Figure 1. Close-up of the layout.
Region (79, 16) to (104, 41) µm. Cells in grey, sequential cells in the stronger grey; small squares are vias.
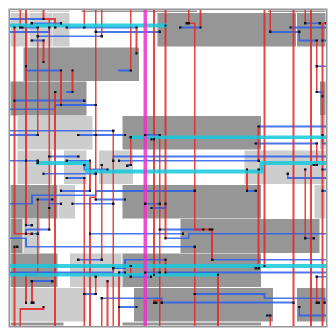
Figure 2. Selected gate families.
Drawn at 2 px/µm.
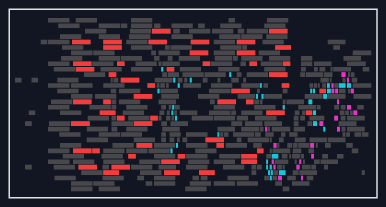
Figure 3. Sequential cells grouped by signal name.
Drawn at 2 px/µm.
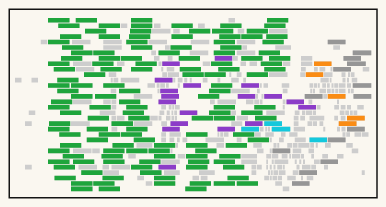
Figure 4. Routing congestion map.
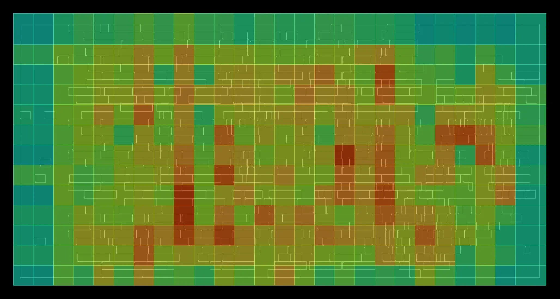
Figure 5. Ports around the boundary.
Drawn at 3 px/µm. Pins as bars across the die edge, other pins in grey.
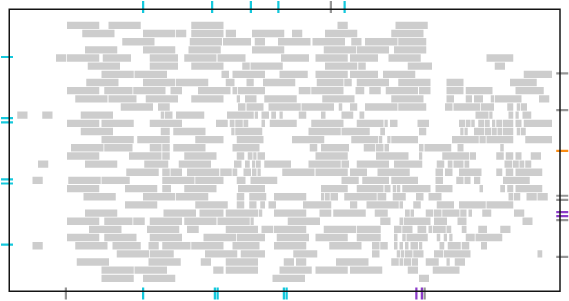
==> config.mk <==
export PLATFORM = sky130hd
export DESIGN_NAME = spi_stream_tx
export DESIGN_NICKNAME = d
export VERILOG_FILES = /design/src/rtl/spi_stream_pkg.sv /design/src/rtl/sample_fifo.sv /design/src/rtl/spi_stream_tx.sv
export SDC_FILE = /design/constraint.sdc
export NUM_CORES = 1
export LEC_CHECK = 0
export CAP_MARGIN = 5
export CORE_ASPECT_RATIO = 0.5
export CORE_MARGIN = 2
export CORE_UTILIZATION = 45
export CTS_BUF_LIST = sky130_fd_sc_hd__clkbuf_4
export CTS_CLUSTER_SIZE = 14
export DETAILED_ROUTE_END_ITERATION = 6
export SKIP_LAST_GASP = 1
export SLEW_MARGIN = 20
export SYNTH_ARGS = -nofsm -noshare
export SYNTH_HDL_FRONTEND = slang
export SYNTH_SLANG_ARGS = --single-unit
==> constraint.sdc <==
create_clock -name clk -period 5 [get_ports clk]
set_input_delay 1 -clock clk [delete_from_list [all_inputs] [get_ports clk]]
set_output_delay 1 -clock clk [all_outputs]
set_load 0.02 [all_outputs]
==> src/rtl/spi_stream_pkg.sv <==
// spi_stream_pkg -- shared definitions for the SPI audio stream transmitter.
//   state_t      : transmit FSM states (IDLE -> LOAD -> SHIFT -> DONE)
//   ch_width()   : channel-tag width, max(1, clog2(num_ch))
//   frame_width(): serial frame length {present, chan, data}
package spi_stream_pkg;

  typedef enum logic [1:0] {
    ST_IDLE  = 2'd0,
    ST_LOAD  = 2'd1,
    ST_SHIFT = 2'd2,
    ST_DONE  = 2'd3
  } state_t;

  function automatic int ch_width(input int num_ch);
    return (num_ch > 1) ? $clog2(num_ch) : 1;
  endfunction

  function automatic int frame_width(input int data_w, input int num_ch);
    return 1 + ch_width(num_ch) + data_w;
  endfunction

endpackage

==> src/rtl/sample_fifo.sv <==
// sample_fifo -- synchronous FIFO with wrap-around pointers (extra MSB
// distinguishes full from empty).
//   clk, reset_n          : clock, async active-low reset (empties the FIFO)
//   push, push_data       : write strobe and data; ignored when full
//   pop, pop_data         : read strobe; pop_data shows the head (first-word fall-through)
//   full, empty, level    : status; level = occupied entries
module sample_fifo #(
  parameter int WIDTH = 8,
  parameter int DEPTH = 8
) (
  input  logic                           clk,
  input  logic                           reset_n,
  input  logic                           push,
  input  logic [WIDTH-1:0]               push_data,
  input  logic                           pop,
  output logic [WIDTH-1:0]               pop_data,
  output logic                           full,
  output logic                           empty,
  output logic [$clog2(DEPTH+1)-1:0]     level
);

  localparam int AW = $clog2(DEPTH);

  logic [WIDTH-1:0] mem_q [DEPTH];
  logic [AW:0]      wr_ptr_q, wr_ptr_d;
  logic [AW:0]      rd_ptr_q, rd_ptr_d;
  logic             do_push, do_pop;

  assign full    = (wr_ptr_q[AW] != rd_ptr_q[AW]) && (wr_ptr_q[AW-1:0] == rd_ptr_q[AW-1:0]);
  assign empty   = (wr_ptr_q == rd_ptr_q);
  assign level   = wr_ptr_q - rd_ptr_q;
  assign do_push = push && !full;
  assign do_pop  = pop && !empty;
  assign pop_data = mem_q[rd_ptr_q[AW-1:0]];

  always_comb begin
    wr_ptr_d = wr_ptr_q + {{AW{1'b0}}, do_push};
    rd_ptr_d = rd_ptr_q + {{AW{1'b0}}, do_pop};
  end

  // NOTE: storage has no reset; emptiness is defined by the pointers alone,
  // so clearing the array would only cost reset routing.
  always_ff @(posedge clk) begin
    if (do_push) mem_q[wr_ptr_q[AW-1:0]] <= push_data;
  end

  always_ff @(posedge clk or negedge reset_n) begin
    if (!reset_n) begin
      wr_ptr_q <= '0;
      rd_ptr_q <= '0;
    end else begin
      wr_ptr_q <= wr_ptr_d;
      rd_ptr_q <= rd_ptr_d;
    end
  end

endmodule

==> src/rtl/spi_stream_tx.sv <==
// spi_stream_tx -- buffers tagged PCM samples and serialises one per SPI
// frame to an MCU acting as SPI master (CPOL 0, CPHA selectable).
//   clk, reset_n        : system clock (>= 8x sck), async active-low reset
//   sck, cs_n           : SPI clock / chip select from MCU (asynchronous)
//   sdo                 : serial data to MCU, 0 outside an active frame
//   sample_valid/ready  : producer handshake; sample_data + sample_chan pushed
//   fifo_level          : occupied FIFO entries
//   underrun            : one-cycle pulse when a frame starts with FIFO empty
//   led                 : sticky underrun indicator, cleared only by reset
// Frame, MSB first: {present, chan, data}; all zeros on underrun.
module spi_stream_tx
  import spi_stream_pkg::*;
#(
  parameter int DATA_W     = 16,
  parameter int FIFO_DEPTH = 8,
  parameter int NUM_CH     = 2,
  parameter int CPHA       = 0
) (
  input  logic                               clk,
  input  logic                               reset_n,
  input  logic                               sck,
  input  logic                               cs_n,
  output logic                               sdo,
  input  logic                               sample_valid,
  output logic                               sample_ready,
  input  logic [DATA_W-1:0]                  sample_data,
  input  logic [ch_width(NUM_CH)-1:0]        sample_chan,
  output logic [$clog2(FIFO_DEPTH+1)-1:0]    fifo_level,
  output logic                               underrun,
  output logic                               led
);

  localparam int CH_W    = ch_width(NUM_CH);
  localparam int FRAME_W = frame_width(DATA_W, NUM_CH);
  localparam int ENTRY_W = CH_W + DATA_W;
  localparam int CNT_W   = $clog2(FRAME_W + 1);

  // Two synchroniser stages plus one history stage for edge detection.
  logic [2:0] sck_sync_q, sck_sync_d;
  logic [2:0] cs_sync_q,  cs_sync_d;
  logic       sck_rise, sck_fall, cs_fall, cs_rise;

  state_t               state_q, state_d;
  logic [FRAME_W-1:0]   shift_q, shift_d;
  logic [CNT_W-1:0]     cnt_q,   cnt_d;
  logic                 sdo_q,   sdo_d;
  logic                 underrun_q, underrun_d;
  logic                 led_q,   led_d;

  logic                 fifo_pop, fifo_full, fifo_empty;
  logic [ENTRY_W-1:0]   fifo_head;

  sample_fifo #(
    .WIDTH (ENTRY_W),
    .DEPTH (FIFO_DEPTH)
  ) u_fifo (
    .clk       (clk),
    .reset_n   (reset_n),
    .push      (sample_valid),
    .push_data ({sample_chan, sample_data}),
    .pop       (fifo_pop),
    .pop_data  (fifo_head),
    .full      (fifo_full),
    .empty     (fifo_empty),
    .level     (fifo_level)
  );

  assign sample_ready = !fifo_full;
  assign underrun     = underrun_q;
  assign led          = led_q;

  assign sck_rise =  sck_sync_q[1] && !sck_sync_q[2];
  assign sck_fall = !sck_sync_q[1] &&  sck_sync_q[2];
  assign cs_fall  = !cs_sync_q[1]  &&  cs_sync_q[2];
  assign cs_rise  =  cs_sync_q[1]  && !cs_sync_q[2];

  // CPHA=0 drives straight from the shift register (MSB ready before the
  // first rising edge); CPHA=1 drives a bit registered on each rising edge.
  assign sdo = (state_q == ST_SHIFT) && ((CPHA != 0) ? sdo_q : shift_q[FRAME_W-1]);

  always_comb begin
    // NOTE: every output of this block gets a default first, so no path
    // leaves a signal unassigned and no latch is inferred.
    sck_sync_d = {sck_sync_q[1:0], sck};
    cs_sync_d  = {cs_sync_q[1:0],  cs_n};
    state_d    = state_q;
    shift_d    = shift_q;
    cnt_d      = cnt_q;
    sdo_d      = sdo_q;
    underrun_d = 1'b0;
    fifo_pop   = 1'b0;

    unique case (state_q)
      ST_IDLE: begin
        sdo_d = 1'b0;
        if (cs_fall) state_d = ST_LOAD;
      end

      ST_LOAD: begin
        fifo_pop   = !fifo_empty;
        underrun_d = fifo_empty;
        shift_d    = fifo_empty ? '0 : {1'b1, fifo_head};
        cnt_d      = '0;
        sdo_d      = 1'b0;
        // An abort here still consumes the popped sample.
        state_d    = cs_rise ? ST_IDLE : ST_SHIFT;
      end

      ST_SHIFT: begin
        if (cs_rise) begin
          state_d = ST_IDLE;
        end else if (CPHA == 0) begin
          if (sck_fall) begin
            shift_d = shift_q << 1;
            if (cnt_q == CNT_W'(FRAME_W - 1)) state_d = ST_DONE;
            else                              cnt_d   = cnt_q + 1'b1;
          end
        end else begin
          if (sck_rise && cnt_q != CNT_W'(FRAME_W)) begin
            sdo_d   = shift_q[FRAME_W-1];
            shift_d = shift_q << 1;
            cnt_d   = cnt_q + 1'b1;
          end else if (sck_fall && cnt_q == CNT_W'(FRAME_W)) begin
            // Last bit stays on sdo until the master has sampled it.
            state_d = ST_DONE;
          end
        end
      end

      ST_DONE: begin
        if (cs_rise) state_d = ST_IDLE;
      end

      default: state_d = ST_IDLE;
    endcase

    led_d = led_q || underrun_d;
  end

  // NOTE: state flops use non-blocking assignment so every register samples
  // the pre-edge values, independent of statement order.
  always_ff @(posedge clk or negedge reset_n) begin
    if (!reset_n) begin
      sck_sync_q <= 3'b000;
      cs_sync_q  <= 3'b111;
      state_q    <= ST_IDLE;
      shift_q    <= '0;
      cnt_q      <= '0;
      sdo_q      <= 1'b0;
      underrun_q <= 1'b0;
      led_q      <= 1'b0;
    end else begin
      sck_sync_q <= sck_sync_d;
      cs_sync_q  <= cs_sync_d;
      state_q    <= state_d;
      shift_q    <= shift_d;
      cnt_q      <= cnt_d;
      sdo_q      <= sdo_d;
      underrun_q <= underrun_d;
      led_q      <= led_d;
    end
  end

endmodule

==> results.yml <==
# physical design summary
critical_path:
  end_kind: "output pin"
  cpPeakStageDelay_ps: 630
  cp.required_ps: 4000
  worstSetupStartpoint: "u_fifo.rd_ptr_q[1]"
  slowest_stage: "clkdlybuf4s50_1"
  critical_path_depth: 6
synth:
  synthesis.nets: 431
  synthAdderAreaFrac_pct: 1.838
  top_area_cell: "edfxtp_1"
  netlist_top_cells_area: "edfxtp_1 57%, dfrtp_1 13%, mux4_1 9.5%"
  yosysWarnings: 0
  ys_sh_mux_pct: 14.88
  syn-mean-instance-area_um2: 18.08
  yosys_area_mm2: 0.007214
  synth_flops: 177
final_timing:
  hold_violations: 0
  fin_setup_tns_ps: 0
  rsz0062_at_grt: "false"
  max_freq_ghz: 0.2507
  finalWorstSetupSlack_ps: 1012
  worst_pin_slew_ps: 959.4
pwr:
  p_leak_nw: 2.823
  p_int_mw: 2.926
  p_comb_share_pct: 37.2
  ir_drop_mv: 0.2049
  powerDensity_mw_per_mm2: 565.1
  switchingPower_mw: 1.641
  power_frac_seq_pct: 45.1
floorplanning:
  die_y_um: 93.53
  initial_core_util_pct: 46.44
clocking:
  path_clk_slew_ps: 160
  cts_tree: "done"
final_layout:
  fin_nets: 472
  fin_cells: 657
  clk_share_pct: 3.918
  fillCellCount: 1265
  inv_count: 14
  largest_class: "flip-flops and latches"
  area_delta_synth_final_pct: 12.00
  sh_seq_area_pct: 63.30
grt:
  met2_usage_pct: 27.40
flow_run:
  drv_cap: 0
status:
  status: "complete, no violations"
route:
  via_per_inst: 5.475
  dr_wl_met3_um: 647
  drt-total-wl_mm: 13.39
placed_design:
  dpl.cell_count: 625
-- Figure 1 (at the start) --
- magenta: M4
- blue: M1
- cyan: M3
- red: M2
- cells with their middle in the window: 20
- sequential cells in the window: 8
- netlist names of flops here include: u_fifo.mem_q (6), shift_q (2)
- most frequent: edfxtp_1 (6), nor2_1 (3)

-- Figure 2 (at the start) --
- magenta: nand cells (cells 22; most used nand2_1)
- red: mux cells (cells 53; most used mux4_1)
- cyan: nor cells (cells 35; most used nor2_1)

-- Figure 3 (at the start) --
- cyan: u_fifo.rd_ptr_q (placed flops 4)
- green: u_fifo.mem_q (placed flops 136)
- orange: cnt_q (placed flops 5; where east)
- purple: shift_q (placed flops 18; where centre)
- not coloured: 14

-- Figure 4 (at the start) --
Routed WL per cell: 20.39 µm
global routing usage on met3: 4.089%
layer with the highest usage: met2

-- Figure 5 (at the start) --
- cyan: sample_data (pins 16; direction input; edge 6 west, 5 south, 5 north)
- purple: fifo_level (pins 4; direction output; edge 2 east, 2 south)
- orange: sdo (pins 1; direction output; edge east)

layout by cell type (no fill, tap or decap), drive strengths merged, types with 2 or more instances in the layout:
cell	n
edfxtp	136
xnor2	5
o22ai	4
a31oi	3
nor2	25
inv	18
a21oi	19
clkbuf	17
dfstp	3
nor3	4
nand2	8
clkinv	11
xor2	2
mux2i	3
clkdlybuf4s50	28
nand2b	6
buf	14
dfrtp	38
or4	2
mux4	34
o31ai	3
ha	9
a22oi	16
or2	2
o21ai	3
nand3	7
mux2	16
nor2b	4
sequential cells by signal (all words and copies together) (netlist names):
register	count
u_fifo.mem_q	136
shift_q	18
cnt_q	5
u_fifo.rd_ptr_q	4
u_fifo.wr_ptr_q	4
cs_sync_q	3
sck_sync_q	3
state_q	2
led	1
underrun	1
Power and IR drop assume default switching activity.
